## config.mk

```make
export PLATFORM = sky130hd
export DESIGN_NAME = ctrl_pipe_hazard
export DESIGN_NICKNAME = d
export VERILOG_FILES = /design/src/rtl/ctrl_pipe_hazard.sv
export SDC_FILE = /design/constraint.sdc
export NUM_CORES = 1
export LEC_CHECK = 0
export CAP_MARGIN = 25
export CORE_MARGIN = 5
export CORE_UTILIZATION = 43
export DETAILED_ROUTE_END_ITERATION = 16
export GPL_ROUTABILITY_DRIVEN = 0
export PLACE_DENSITY_LB_ADDON = 0.25
export SLEW_MARGIN = 5
export SYNTH_ARGS = -nofsm -noshare
export SYNTH_HDL_FRONTEND = slang
export SYNTH_SLANG_ARGS = --single-unit
export TNS_END_PERCENT = 5
```

## constraint.sdc

```tcl
create_clock -name clk -period 3.1 [get_ports clk]
set_input_delay 0.93 -clock clk [delete_from_list [all_inputs] [get_ports clk]]
set_output_delay 0.93 -clock clk [all_outputs]
set_load 0.02 [all_outputs]
```

## src/rtl/ctrl_pipe_hazard.sv

```systemverilog
// ID->EX->MEM->WB control pipeline with load-use stall, jr flush and EX-stage forwarding selects.
// Latency 1/2/3 cycles to ex_/mem_/wb_; stall holds upstream one cycle, later stages never stall.
module ctrl_pipe_hazard #(
  parameter int RA_W   = 5,
  parameter int ALUC_W = 2
) (
  input  logic              clk,
  input  logic              rst,
  input  logic              id_valid,
  input  logic [ALUC_W-1:0] id_alu_ctrl,
  input  logic              id_alu_src,
  input  logic              id_reg_dst,
  input  logic              id_pc_src,
  input  logic              id_mem_write,
  input  logic              id_mem_read,
  input  logic              id_mem_to_reg,
  input  logic              id_reg_write,
  input  logic [RA_W-1:0]   id_rs,
  input  logic [RA_W-1:0]   id_rt,
  input  logic [RA_W-1:0]   id_rd,
  output logic              ex_valid,
  output logic [ALUC_W-1:0] ex_alu_ctrl,
  output logic              ex_alu_src,
  output logic              ex_pc_src,
  output logic              ex_mem_to_reg,
  output logic [RA_W-1:0]   ex_rs,
  output logic [RA_W-1:0]   ex_rt,
  output logic [RA_W-1:0]   ex_dst,
  output logic              mem_valid,
  output logic              mem_mem_write,
  output logic              mem_mem_read,
  output logic              mem_mem_to_reg,
  output logic              mem_reg_write,
  output logic [RA_W-1:0]   mem_dst,
  output logic              wb_valid,
  output logic              wb_mem_to_reg,
  output logic              wb_reg_write,
  output logic [RA_W-1:0]   wb_dst,
  output logic              stall,
  output logic              flush,
  output logic [1:0]        fwd_a,
  output logic [1:0]        fwd_b
);

  typedef struct packed {
    logic              valid;
    logic [ALUC_W-1:0] aluCtrl;
    logic              aluSrc;
    logic              pcSrc;
    logic              memWrite;
    logic              memRead;
    logic              memToReg;
    logic              regWrite;
    logic [RA_W-1:0]   rs;
    logic [RA_W-1:0]   rt;
    logic [RA_W-1:0]   dst;
  } exStage_t;

  typedef struct packed {
    logic            valid;
    logic            memWrite;
    logic            memRead;
    logic            memToReg;
    logic            regWrite;
    logic [RA_W-1:0] dst;
  } memStage_t;

  typedef struct packed {
    logic            valid;
    logic            memToReg;
    logic            regWrite;
    logic [RA_W-1:0] dst;
  } wbStage_t;

  exStage_t  exQ,  exD;
  memStage_t memQ, memD;
  wbStage_t  wbQ,  wbD;
  logic      idUsesRt;
  logic      loadUse;

  function automatic logic [1:0] fwdSel(input memStage_t m, input wbStage_t w,
                                        input logic [RA_W-1:0] src);
    logic [1:0] sel;
    sel = 2'b00;
    // A load in MEM has no data yet; only ALU results forward from EX/MEM.
    if (m.valid && m.regWrite && !m.memToReg && (m.dst != '0) && (m.dst == src))
      sel = 2'b10;
    else if (w.valid && w.regWrite && (w.dst != '0) && (w.dst == src))
      sel = 2'b01;
    return sel;
  endfunction

  always_comb begin
    idUsesRt = ~id_alu_src | id_mem_write;
    loadUse  = id_valid & exQ.valid & exQ.memToReg & (exQ.dst != '0) &
               ((exQ.dst == id_rs) | (idUsesRt & (exQ.dst == id_rt)));
    flush    = exQ.valid & exQ.pcSrc;
    stall    = loadUse & ~flush;
    fwd_a    = fwdSel(memQ, wbQ, exQ.rs);
    fwd_b    = fwdSel(memQ, wbQ, exQ.rt);
  end

  always_comb begin
    exD = '0;
    if (id_valid && !stall && !flush) begin
      exD.valid    = 1'b1;
      exD.aluCtrl  = id_alu_ctrl;
      exD.aluSrc   = id_alu_src;
      exD.pcSrc    = id_pc_src;
      exD.memWrite = id_mem_write;
      exD.memRead  = id_mem_read;
      exD.memToReg = id_mem_to_reg;
      exD.regWrite = id_reg_write;
      exD.rs       = id_rs;
      exD.rt       = id_rt;
      exD.dst      = id_reg_dst ? id_rd : id_rt;
    end
  end

  always_comb begin
    memD.valid    = exQ.valid;
    memD.memWrite = exQ.memWrite;
    memD.memRead  = exQ.memRead;
    memD.memToReg = exQ.memToReg;
    memD.regWrite = exQ.regWrite;
    memD.dst      = exQ.dst;
    wbD.valid     = memQ.valid;
    wbD.memToReg  = memQ.memToReg;
    wbD.regWrite  = memQ.regWrite;
    wbD.dst       = memQ.dst;
  end

  always_ff @(posedge clk) begin
    if (rst) begin
      exQ  <= '0;
      memQ <= '0;
      wbQ  <= '0;
    end else begin
      exQ  <= exD;
      memQ <= memD;
      wbQ  <= wbD;
    end
  end

  assign ex_valid       = exQ.valid;
  assign ex_alu_ctrl    = exQ.aluCtrl;
  assign ex_alu_src     = exQ.aluSrc;
  assign ex_pc_src      = exQ.pcSrc;
  assign ex_mem_to_reg  = exQ.memToReg;
  assign ex_rs          = exQ.rs;
  assign ex_rt          = exQ.rt;
  assign ex_dst         = exQ.dst;
  assign mem_valid      = memQ.valid;
  assign mem_mem_write  = memQ.memWrite;
  assign mem_mem_read   = memQ.memRead;
  assign mem_mem_to_reg = memQ.memToReg;
  assign mem_reg_write  = memQ.regWrite;
  assign mem_dst        = memQ.dst;
  assign wb_valid       = wbQ.valid;
  assign wb_mem_to_reg  = wbQ.memToReg;
  assign wb_reg_write   = wbQ.regWrite;
  assign wb_dst         = wbQ.dst;

endmodule

```

==> flow_summary.yaml, run 1 <==
# flow metrics
outcome:
  status: "finished, final reports clean"
sta:
  rsz0062_at_grt: "yes"
  whs_ps: 440.5
  finalClockPeriodUsage_pct: 99.43
  slew_violations: 0
  worst_pin_slew_ps: 585.9
  timing.setup.tns_ps: 0
  slew_headroom_pct: 60.94
detailed_routing:
  drtIter0Drc: 54
  first_pass_iters: 4
  met1_length_mm: 1.776
  wl_per_cell_um: 14.23
  dr.max_layer_used: "met4"
setup_path:
  cp.depth: 6
  r2r_cells: 5
  endpoint_kind: "output pin"
  crit_chain: "clkdlybuf4s50_1 -> xnor2_1 -> o21ai_1 -> o22ai_2 -> and2_4 -> buf_4"
  r2r-start: "ex_dst[4]"
  reg2reg_to: "ex_dst[4]"
  arrival_ps: 2150
  startpoint: "id_rt[0]"
  reg2reg_setup_slack_ps: 1520
  max_stage_delay_ps: 490
  worstPathMaxFanout: 2
power:
  pwr-share-clk_pct: 31.6
  power_density_nw_per_um2: 412.5
  ir_worst_vdd_v: 0.0002833
  pwr.group.clock_mw: 0.352
  comb-power_mw: 0.185
  power_mw: 1.114
  seq_power_mw: 0.577
  cellLeakagePower_nw: 1.157
  cellInternalPower_mw: 0.8217
clock_network:
  cts_buffers: 5
  htreeDepth: 2
  clk_path_buf_depth: 2
  cts_tree: "done"
  clk_pin_slew_ps: 80
  post_cts.repair.setup_buffers: 0
  clockRootBuffer: "clkbuf_8"
worst_hold_path:
  hold_class: "reg -> reg"
  hold_start: "exQ[18]"
floorplanning:
  initCoreUtil_pct: 44.98
synthesis:
  aoi_share_pct: 10.96
  synth-async-reset-ratio_pct: 0
  ys_seq_share_pct: 45.75
  yosys_cells: 189
  synth.logic.top_family: "simple AND/OR/NAND/NOR gates"
  synth_flops: 42
  largest_area_cell: "dfxtp_1"
  synth_cells: 189
  synth_cell_types: 29
  yosys_warnings: 0
  edf_count: 0
  xor_share_pct: 14.30
cells_and_area:
  area_growth_pct: 46.90
  n_all_inverters: 12
  buf_share_pct: 31.14
  diodes: 0
  seq_share_pct: 31.14
  final_cell_mix: "clkdlybuf4s50_1, dfxtp_1, xnor2_1, nor2b_1, buf_4"
  mostFrequentLayoutCell: "clkdlybuf4s50_1"
grt:
  grt_first_pass_wirelength_mm: 6.824
  grt_util_all_layers_pct: 16.14
  busiest_layer: "met2"
  met1_usage_pct: 18.03
  use_met2_pct: 28.00
  grt_pass1_vias: 1532
flow_run:
  warning_count: 28
placed_design:
  place_ws_ps: -505.1
  dpl_cell_area_um2: 2575
  dp_cells: 300
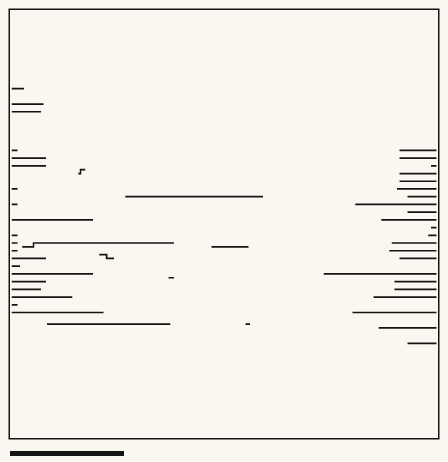
run_1/met3.png
Scale bar: 20 um.
longest straight run: 24.6 um
share of all routed wire: 7.9%
nets with wire on the layer: 46
main direction: horizontal
total length of routed wires: 4.384 mm
GRT met3 Usage: 5.277%
vias post-DR: 1481

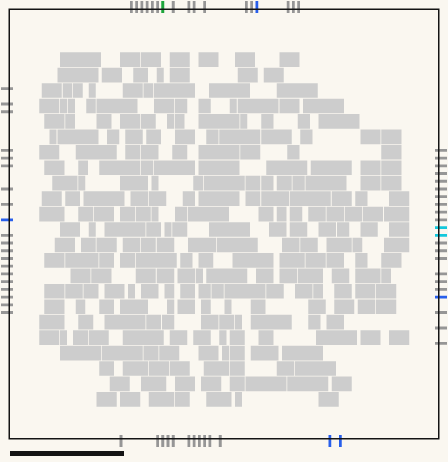
run_1/pins.png
Scale bar: 20 um. Pins as bars across the die edge, other pins in gray.
| port | color | pins | direction | edge |
|---|---|---|---|---|
| `fwd_b` | cyan | 2 | output | right |
| `ex_rt` | blue | 5 | output | 2 bottom, 1 right, 1 top, 1 left |
| `flush` | green | 1 | output | top |
all pins by edge: 22 right, 20 left, 17 top, 13 bottom
Die Width: 75.38 um
input/output buffers: 71
Die H: 75.38 um

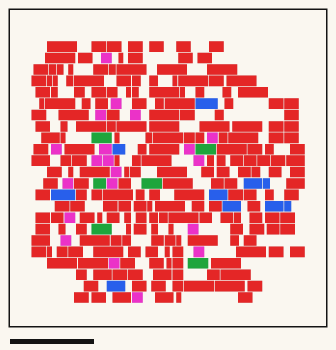
run_1/drive_strength.png
Scale bar: 20 um.
| size | color | cells | share | most used |
|---|---|---|---|---|
| drive 1 or less | red | 222 | 86% | clkdlybuf4s50_1 |
| drive 3 to 4 | magenta | 20 | 7.8% | buf_4 |
| drive 2 | blue | 10 | 3.9% | nor4_2 |
| drive 6 and up | green | 6 | 2.3% | clkbuf_8 |
Design Area, Final: 2700 um2
Signal buffers: 87
setup ws final: 17.65 ps

run_1/metal_stack.png
Scale bar: 20 um.
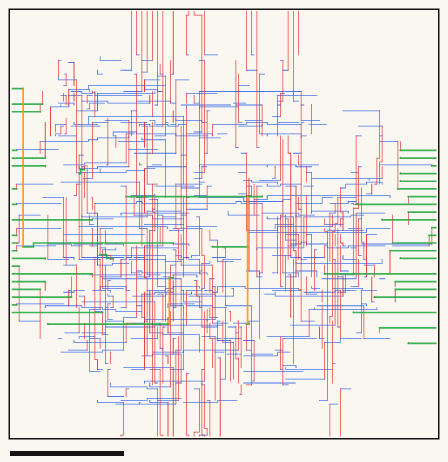

==> run 2, diff against run 1 <==
--- a/config.mk
+++ b/config.mk
@@ -6,11 +6,13 @@
 export NUM_CORES = 1
 export LEC_CHECK = 0
 export CAP_MARGIN = 25
-export CORE_MARGIN = 5
+export CORE_MARGIN = 2
 export CORE_UTILIZATION = 43
 export DETAILED_ROUTE_END_ITERATION = 16
 export GPL_ROUTABILITY_DRIVEN = 0
+export GPL_TIMING_DRIVEN = 0
 export PLACE_DENSITY_LB_ADDON = 0.25
+export SKIP_CTS_REPAIR_TIMING = 1
 export SLEW_MARGIN = 5
 export SYNTH_ARGS = -nofsm -noshare
 export SYNTH_HDL_FRONTEND = slang
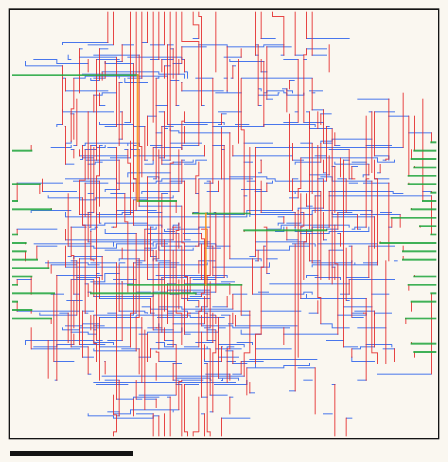
run_2/metal_stack.png
Scale bar: 20 um.
| layer | color | wire length |
|---|---|---|
| met2 | red | 2370 um |
| met1 | blue | 1970 um |
| met3 | green | 214 um |
| met4 | orange | 32.0 um |
DR WL/cell: 13.92 um
GR Util All Layers: 18.08%
vias post-DR: 1565
total length of routed wires: 4.581 mm

==> flow_summary.yaml, run 2 <==
# flow metrics
grt:
  met1_usage_pct: 23.27
  use_met2_pct: 31.09
  grt_pass1_vias: 1492
  busiest_layer: "met2"
setup_path:
  reg2reg_to: "ex_rs[1]"
  r2r-start: "ex_dst[4]"
  max_stage_delay_ps: 490
  crit_chain: "clkdlybuf4s50_1 -> nand4b_1 -> a21oi_4 -> buf_6 -> and2_1 -> buf_4"
  cp.depth: 6
  r2r_cells: 7
  reg2reg_setup_slack_ps: 1320
  endpoint_kind: "output pin"
  startpoint: "id_valid"
sta:
  slew_headroom_pct: 49.32
  slew_violations: 0
  timing.setup.tns_ps: -40.81
  rsz0062_at_grt: "yes"
  worst_pin_slew_ps: 758.6
  finalClockPeriodUsage_pct: 101.3
  whs_ps: 444.0
  fin_ws_ps: -40.81
  finalSetupViolations: 1
cells_and_area:
  num-nonclk-buffers: 108
  buf_share_pct: 34.39
  mostFrequentLayoutCell: "clkdlybuf4s50_1"
  seq_share_pct: 29.26
  fin_cells: 329
  n_all_inverters: 12
  final_cell_mix: "clkdlybuf4s50_1, dfxtp_1, buf_4, xnor2_1, nor2b_1"
  diodes: 0
synthesis:
  largest_area_cell: "dfxtp_1"
  synth-async-reset-ratio_pct: 0
  synth_flops: 42
  synth_cells: 189
  aoi_share_pct: 10.96
  synth_cell_types: 29
  xor_share_pct: 14.30
  ys_seq_share_pct: 45.75
  synth.logic.top_family: "simple AND/OR/NAND/NOR gates"
  yosys_cells: 189
detailed_routing:
  met1_length_mm: 1.967
power:
  cellInternalPower_mw: 0.9099
  comb-power_mw: 0.198
  seq_power_mw: 0.580
  pwr-share-clk_pct: 35.2
  pwr.group.clock_mw: 0.421
  cellLeakagePower_nw: 1.289
  power_density_nw_per_um2: 417.0
outcome:
  violations: "setup timing"
  status: "complete, but fails checks"
clock_network:
  clk_path_buf_depth: 2
  clk_pin_slew_ps: 80
  cts_buffers: 5
placed_design:
  port_buffers: 70
  place_ws_ps: -1057
  dp_cells: 309
  dpl_cell_area_um2: 2601
floorplanning:
  dieHeight_um: 69.38
flow_run:
  warning_count: 27
worst_hold_path:
  hold_class: "reg -> reg"
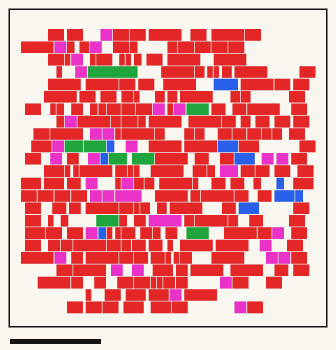
run_2/drive_strength.png
Scale bar: 20 um.
| size | color | cells | share |
|---|---|---|---|
| drive 2 | blue | 10 | 3.6% |
| drive 3 to 4 | magenta | 34 | 12% |
| drive 6 and up | green | 8 | 2.9% |
| drive 1 or less | red | 227 | 81% |
Design Area, Final: 2874 um2
setup ws final: -40.81 ps
Syn-to-layout area delta: 56.37%

Power and IR drop assume default switching activity.
